run_1/logic_types.png
Scale: 3 px per µm.
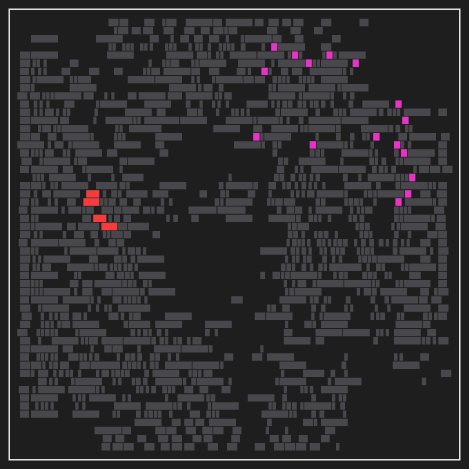
run_1/io_fan.png
Scale: 2 px per µm.
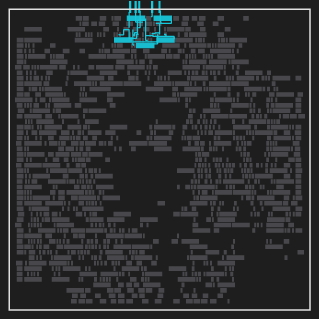
run_1/io_placement.png
Scale: 3 px per µm. Pins as bars across the die edge, other pins in grey.
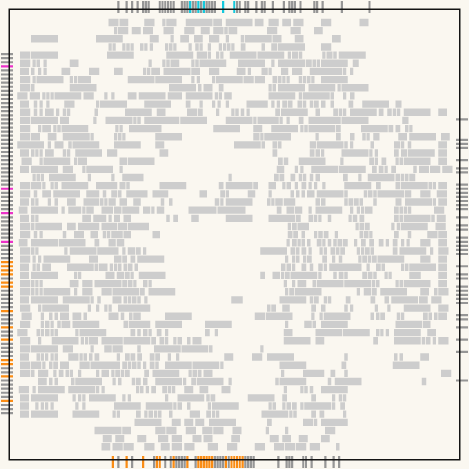
run_1/sizes.png
Scale: 3 px per µm.
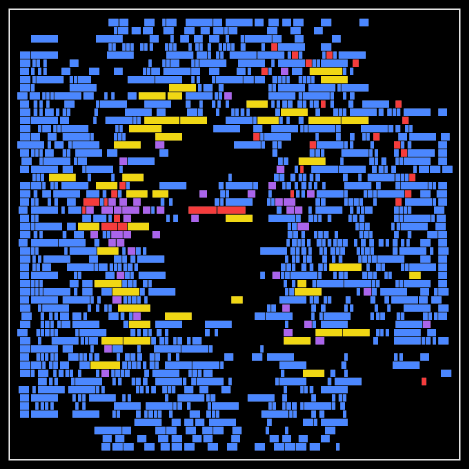
==> config.mk <==
export PLATFORM = sky130hd
export DESIGN_NAME = mem_access_unit
export DESIGN_NICKNAME = d
export VERILOG_FILES = /design/src/rtl/mem_access_unit.sv
export SDC_FILE = /design/constraint.sdc
export NUM_CORES = 1
export LEC_CHECK = 0
export ABC_AREA = 1
export CAP_MARGIN = 0
export CORE_MARGIN = 2
export CORE_UTILIZATION = 32
export DETAILED_ROUTE_END_ITERATION = 16
export MAX_ROUTING_LAYER = met4
export PLACE_DENSITY = 0.67
export RECOVER_POWER = 50
export SYNTH_ARGS = -nofsm -noshare
export SYNTH_HDL_FRONTEND = slang
export SYNTH_SLANG_ARGS = --single-unit
==> constraint.sdc <==
create_clock -name iClk -period 1.62 [get_ports iClk]
set_input_delay 0.324 -clock iClk [delete_from_list [all_inputs] [get_ports iClk]]
set_output_delay 0.324 -clock iClk [all_outputs]
set_load 0.01 [all_outputs]
==> deck_impl_summary.md, run 1 <==
Physical Implementation Snapshot

Outcome
  • Result of the run: completed

Placed design
  • Detail Placement HPWL: 14600 µm
  • Weighted congestion at the end of routability-driven global placement: 0.829
  • Number of cells in the design after placement: 1360
  • Instance area at placement: 0.00954 mm²

Flow run
  • OpenROAD warning count: 29

Route
  • First DRT Iteration DRCs: 449
  • Via density: 4.60
  • Vias after detailed routing: 6435

Power
  • Share of total power consumed by net switching: 0.358
  • Leakage power total: 5.36 nW
  • Reported clock group power: 4.39 mW
  • Sequential power share: 0.365
  • Combinational share of power: 0.377

Logic synthesis
  • Biggest area cells: sky130_fd_sc_hd__dfrtp_1, sky130_fd_sc_hd__nand2_1, sky130_fd_sc_hd__o21ai_0
  • Instance count of the mapped netlist: 869
  • Post-Synth Simple-Gate Area: 0.281
  • Adders+Majority by Area: 0.00737
  • Main logic family after synthesis: simple AND/OR/NAND/NOR gates
  • Multiplexer share of the synthesized area: 0
  • Cell taking the most area after synthesis: sky130_fd_sc_hd__dfrtp_1
  • Post-synthesis average cell area: 7.82 µm²
  • Most frequently used flop master after synthesis: sky130_fd_sc_hd__dfrtp_1
  • Async set or reset register ratio after synthesis: 1.00
  • Chip area line of the yosys report: 0.00679 mm²
  • Area leader share: 0.542

Finish
  • Layout cell share with drive strength beyond 1: 0.103
  • # fillers: 2060
  • Multi-input logic area: 0.00265 mm²
  • Number of antenna cells inserted: 0
  • Signal inverters: 64
  • Sequential cell area: 0.00368 mm²
  • Non-clk buf share: 0.261

Clock network
  • Clock net sink count: 147
  • Clock transition at the register clock pins on the worst setup and hold paths after CTS: 0.06 ns
  • Clock latency on the worst-skew pair: 0.42 ns
  • Root buffer selected by CTS: sky130_fd_sc_hd__clkbuf_16
  • Number of H-tree levels: 4

STA
  • Clock tree skew after final layout: 0.00662 ns
  • Fmax: 662 MHz
  • Crit path time final: 1.51 ns
  • Actual slew at the worst max-slew pin: 0.646 ns
  • Final Max-Slew Violation Tally: 0
  • Final tally of setup violations: 0

Worst setup path
  • Type of origin of the critical path: input port
  • Maximum fanout along the worst path: 8
  • Worst endpoint required time: 1.97 ns
  • Largest stage delay on the critical path: 0.29 ns
  • Cell with the largest stage delay on the worst path: sky130_fd_sc_hd__dlygate4sd2_1
  • Kind of critical path: input port to flip-flop
  • Register-to-Register Setup Slack: 0.13 ns
  • Crit-path most repeated cell: sky130_fd_sc_hd__nor2_1

Global route
  • Leftover overflow at the end of global routing: 0
  • First-pass GRT wire length: 32300 µm

Floorplan
  • Core Area: 0.0210 mm²
-- logic_types.png (at the start) --
fa/ha/maj cells: in red, cells 4, where left middle. and/or cells: in magenta, cells 16, most used or2_2.
most common cell after layout, fill and taps aside: sky130_fd_sc_hd__nand2_1
combinational fraction of the cell area: 0.259
filler-free cell count of the finished design: 1400

-- io_fan.png (at the start) --
oRegAddr: in cyan, bits 5, direction output, edge top, end cells 5, buffers 5, wire 148 µm.
number of primary I/O pins: 219
buffers added on ports: 216

-- io_placement.png (at the start) --
oRegAddr: in cyan, pins 5, direction output, edge top. oDmWData: in orange, pins 32, direction output, edge 19 bottom, 13 left. oDmBe: in magenta, pins 4, direction output, edge left.
All pins by edge: 89 left, 48 bottom, 46 top, 36 right.
Die X: 150 µm
Vert. Die Dim: 150 µm

-- sizes.png (at the start) --
_3 and _4 cells: in purple, cells 44, share 3.9%, most used buf_4. _0 and _1 cells: in blue, cells 1009, share 90%, most used nand2_1. _2 cells: in red, cells 30, share 2.7%, most used or2_2. _6 and larger: in yellow, cells 42, share 3.7%, most used clkbuf_16.
least setup slack across all paths after layout: 0.108 ns
area delta synth->final: 50.6%
Non-Clock Buffer Count: 271
post-route design area: 0.0102 mm²

## run 1: what timing repair did
action / 4_1_cts / 5_1_grt
setup buffers: 2 / 1
pin swaps: 1 / 3
hold endpoints to repair: 22 / 0
cloned: 2 / 2
hold buffers: 1 / 0
endpoints found under the setup margin: 186 / 99
resized: 118 / 10
## run 1: per-layer routing
metal / vias up / routed length, µm / GRT usage
li1: 3192 / - / -
met1: 2993 / 8900 / 0.243
met2: 223 / 9790 / 0.302
met3: 27 / 1400 / 0.0454
met4: 0 / 412 / 0.0627
met5: - / 0 / -
## run 1: per-stage QoR
step                      setup slack (ns)  setup TNS, ns
after floorplan                     0.0482              0
after global placement              -0.580         -40.68
after detailed placement            -0.610         -44.33
after CTS                          0.00453              0
after global routing                0.0194              0
final                                0.108              0
==> inputs of run 2 (changes only) <==
ABC_CLOCK_PERIOD_IN_PS = 1620   (was unset)
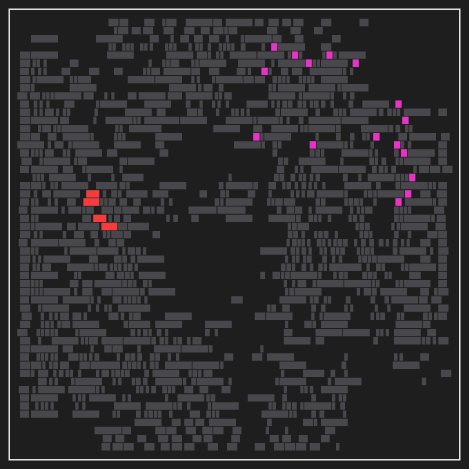
run_2/logic_types.png
Scale: 3 px per µm.
and/or cells: in magenta, cells 16, most used or2_2. fa/ha/maj cells: in red, cells 4, where left middle.

==> deck_impl_summary.md, run 2 <==
Physical Implementation Snapshot

Power
  • Reported clock group power: 4.39 mW (about the same)
  • Share of total power consumed by net switching: 0.358 (unchanged)
  • Combinational share of power: 0.377 (about the same)
  • Leakage power total: 5.36 nW (unchanged)
  • Total combinational power: 6.38 mW
  • Sequential power share: 0.365 (about the same)

Floorplan
  • Vert. Die Dim: 150 µm (unchanged)
  • Core Area: 0.0210 mm² (unchanged)
  • Number of primary I/O pins: 219 (unchanged)
  • Die X: 150 µm (unchanged)

Route
  • Met1 Wirelength: 8900 µm (unchanged)
  • Met2 routed wirelength: 9790 µm (unchanged)
  • Via density: 4.60 (unchanged)
  • Met3 layer wire length in the routed design: 1400 µm (unchanged)
  • First DRT Iteration DRCs: 449 (unchanged)
  • Vias after detailed routing: 6435 (unchanged)
  • Highest routed layer: met4

Worst setup path
  • Largest stage delay on the critical path: 0.29 ns (about the same)
  • Kind of critical path: input port to flip-flop
  • Type of origin of the critical path: input port
  • Maximum fanout along the worst path: 8 (unchanged)
  • Crit-path most repeated cell: sky130_fd_sc_hd__nor2_1
  • Worst endpoint required time: 1.97 ns (about the same)
  • Cell with the largest stage delay on the worst path: sky130_fd_sc_hd__dlygate4sd2_1

Clock network
  • Postcts setup bufs: 2 (unchanged)
  • Clock latency on the worst-skew pair: 0.42 ns (about the same)
  • Clock net sink count: 147 (unchanged)
  • Root buffer selected by CTS: sky130_fd_sc_hd__clkbuf_16
  • Number of H-tree levels: 4 (unchanged)
  • Count of hold-fix buffers inserted at cts: 1 (unchanged)
  • Clock transition at the register clock pins on the worst setup and hold paths after CTS: 0.06 ns (about the same)
  • Number of cells upsized or downsized after cts: 118 (unchanged)

Logic synthesis
  • Multiplexer share of the synthesized area: 0 (unchanged)
  • Async set or reset register ratio after synthesis: 1.00 (unchanged)
  • Biggest area cells: sky130_fd_sc_hd__dfrtp_1, sky130_fd_sc_hd__nand2_1, sky130_fd_sc_hd__o21ai_0
  • Chip area line of the yosys report: 0.00679 mm² (unchanged)
  • Area leader share: 0.542 (unchanged)
  • Main logic family after synthesis: simple AND/OR/NAND/NOR gates
  • Adders+Majority by Area: 0.00737 (unchanged)
  • Post-synthesis average cell area: 7.82 µm² (unchanged)
  • Instance count of the mapped netlist: 869 (unchanged)
  • Cell taking the most area after synthesis: sky130_fd_sc_hd__dfrtp_1

Global route
  • First-pass GRT wire length: 32300 µm (unchanged)
  • Met1 Resource Use GR: 0.243 (unchanged)
  • Leftover overflow at the end of global routing: 0 (unchanged)
  • Met3 Resource Use GR: 0.0454 (unchanged)
  • Busiest grt layer: met2

Hold path
  • Depth of the worst hold-timing path: 2

Placed design
  • Detail Placement HPWL: 14600 µm (unchanged)
  • Buffers added on ports: 216 (unchanged)
  • Weighted congestion at the end of routability-driven global placement: 0.829 (unchanged)

STA
  • Crit path time final: 1.51 ns (unchanged)
  • Actual slew at the worst max-slew pin: 0.646 ns (unchanged)
  • Least setup slack across all paths after layout: 0.108 ns (unchanged)
  • Fmax: 662 MHz (unchanged)
  • Clock tree skew after final layout: 0.00662 ns (unchanged)
  • Final tally of setup violations: 0 (unchanged)
  • Final Max-Slew Violation Tally: 0 (unchanged)

Finish
  • Number of antenna cells inserted: 0 (unchanged)
  • # fillers: 2060 (unchanged)
  • Area delta synth->final: 50.6% (unchanged)
  • Multi-input logic area: 0.00265 mm² (unchanged)
  • Layout cell share with drive strength beyond 1: 0.103 (unchanged)
  • Sequential cell area: 0.00368 mm² (unchanged)

Flow run
  • OpenROAD warning count: 29 (unchanged)

Outcome
  • Result of the run: completed
[run 2: metrics by stage]
step                      setup TNS, ns  hold WS (ns)  cells  utilization  instance area (µm²)
after global routing                  0         0.281   1400        0.488                10200
after floorplan                       0        0.0284    870            -                 6800
after detailed placement         -44.33         0.206   1360        0.455                 9540
after global placement           -40.68         0.207   1360        0.455                 9540
after CTS                             0         0.335   1397        0.486                10200
final                                 0         0.256   1400        0.488                10200
[run 2: layout make-up]
type | instances | area share
sequential | 147 | 0.360
multi-input combinational | 611 | 0.259
clock inverter | 11 | 0.0197
clock buffer | 21 | 0.0440
timing repair buffer | 271 | 0.261
tap | 275 | 0.0336
inverter | 64 | 0.0235
No activity file was given, so power comes from the tool's default toggle rates.
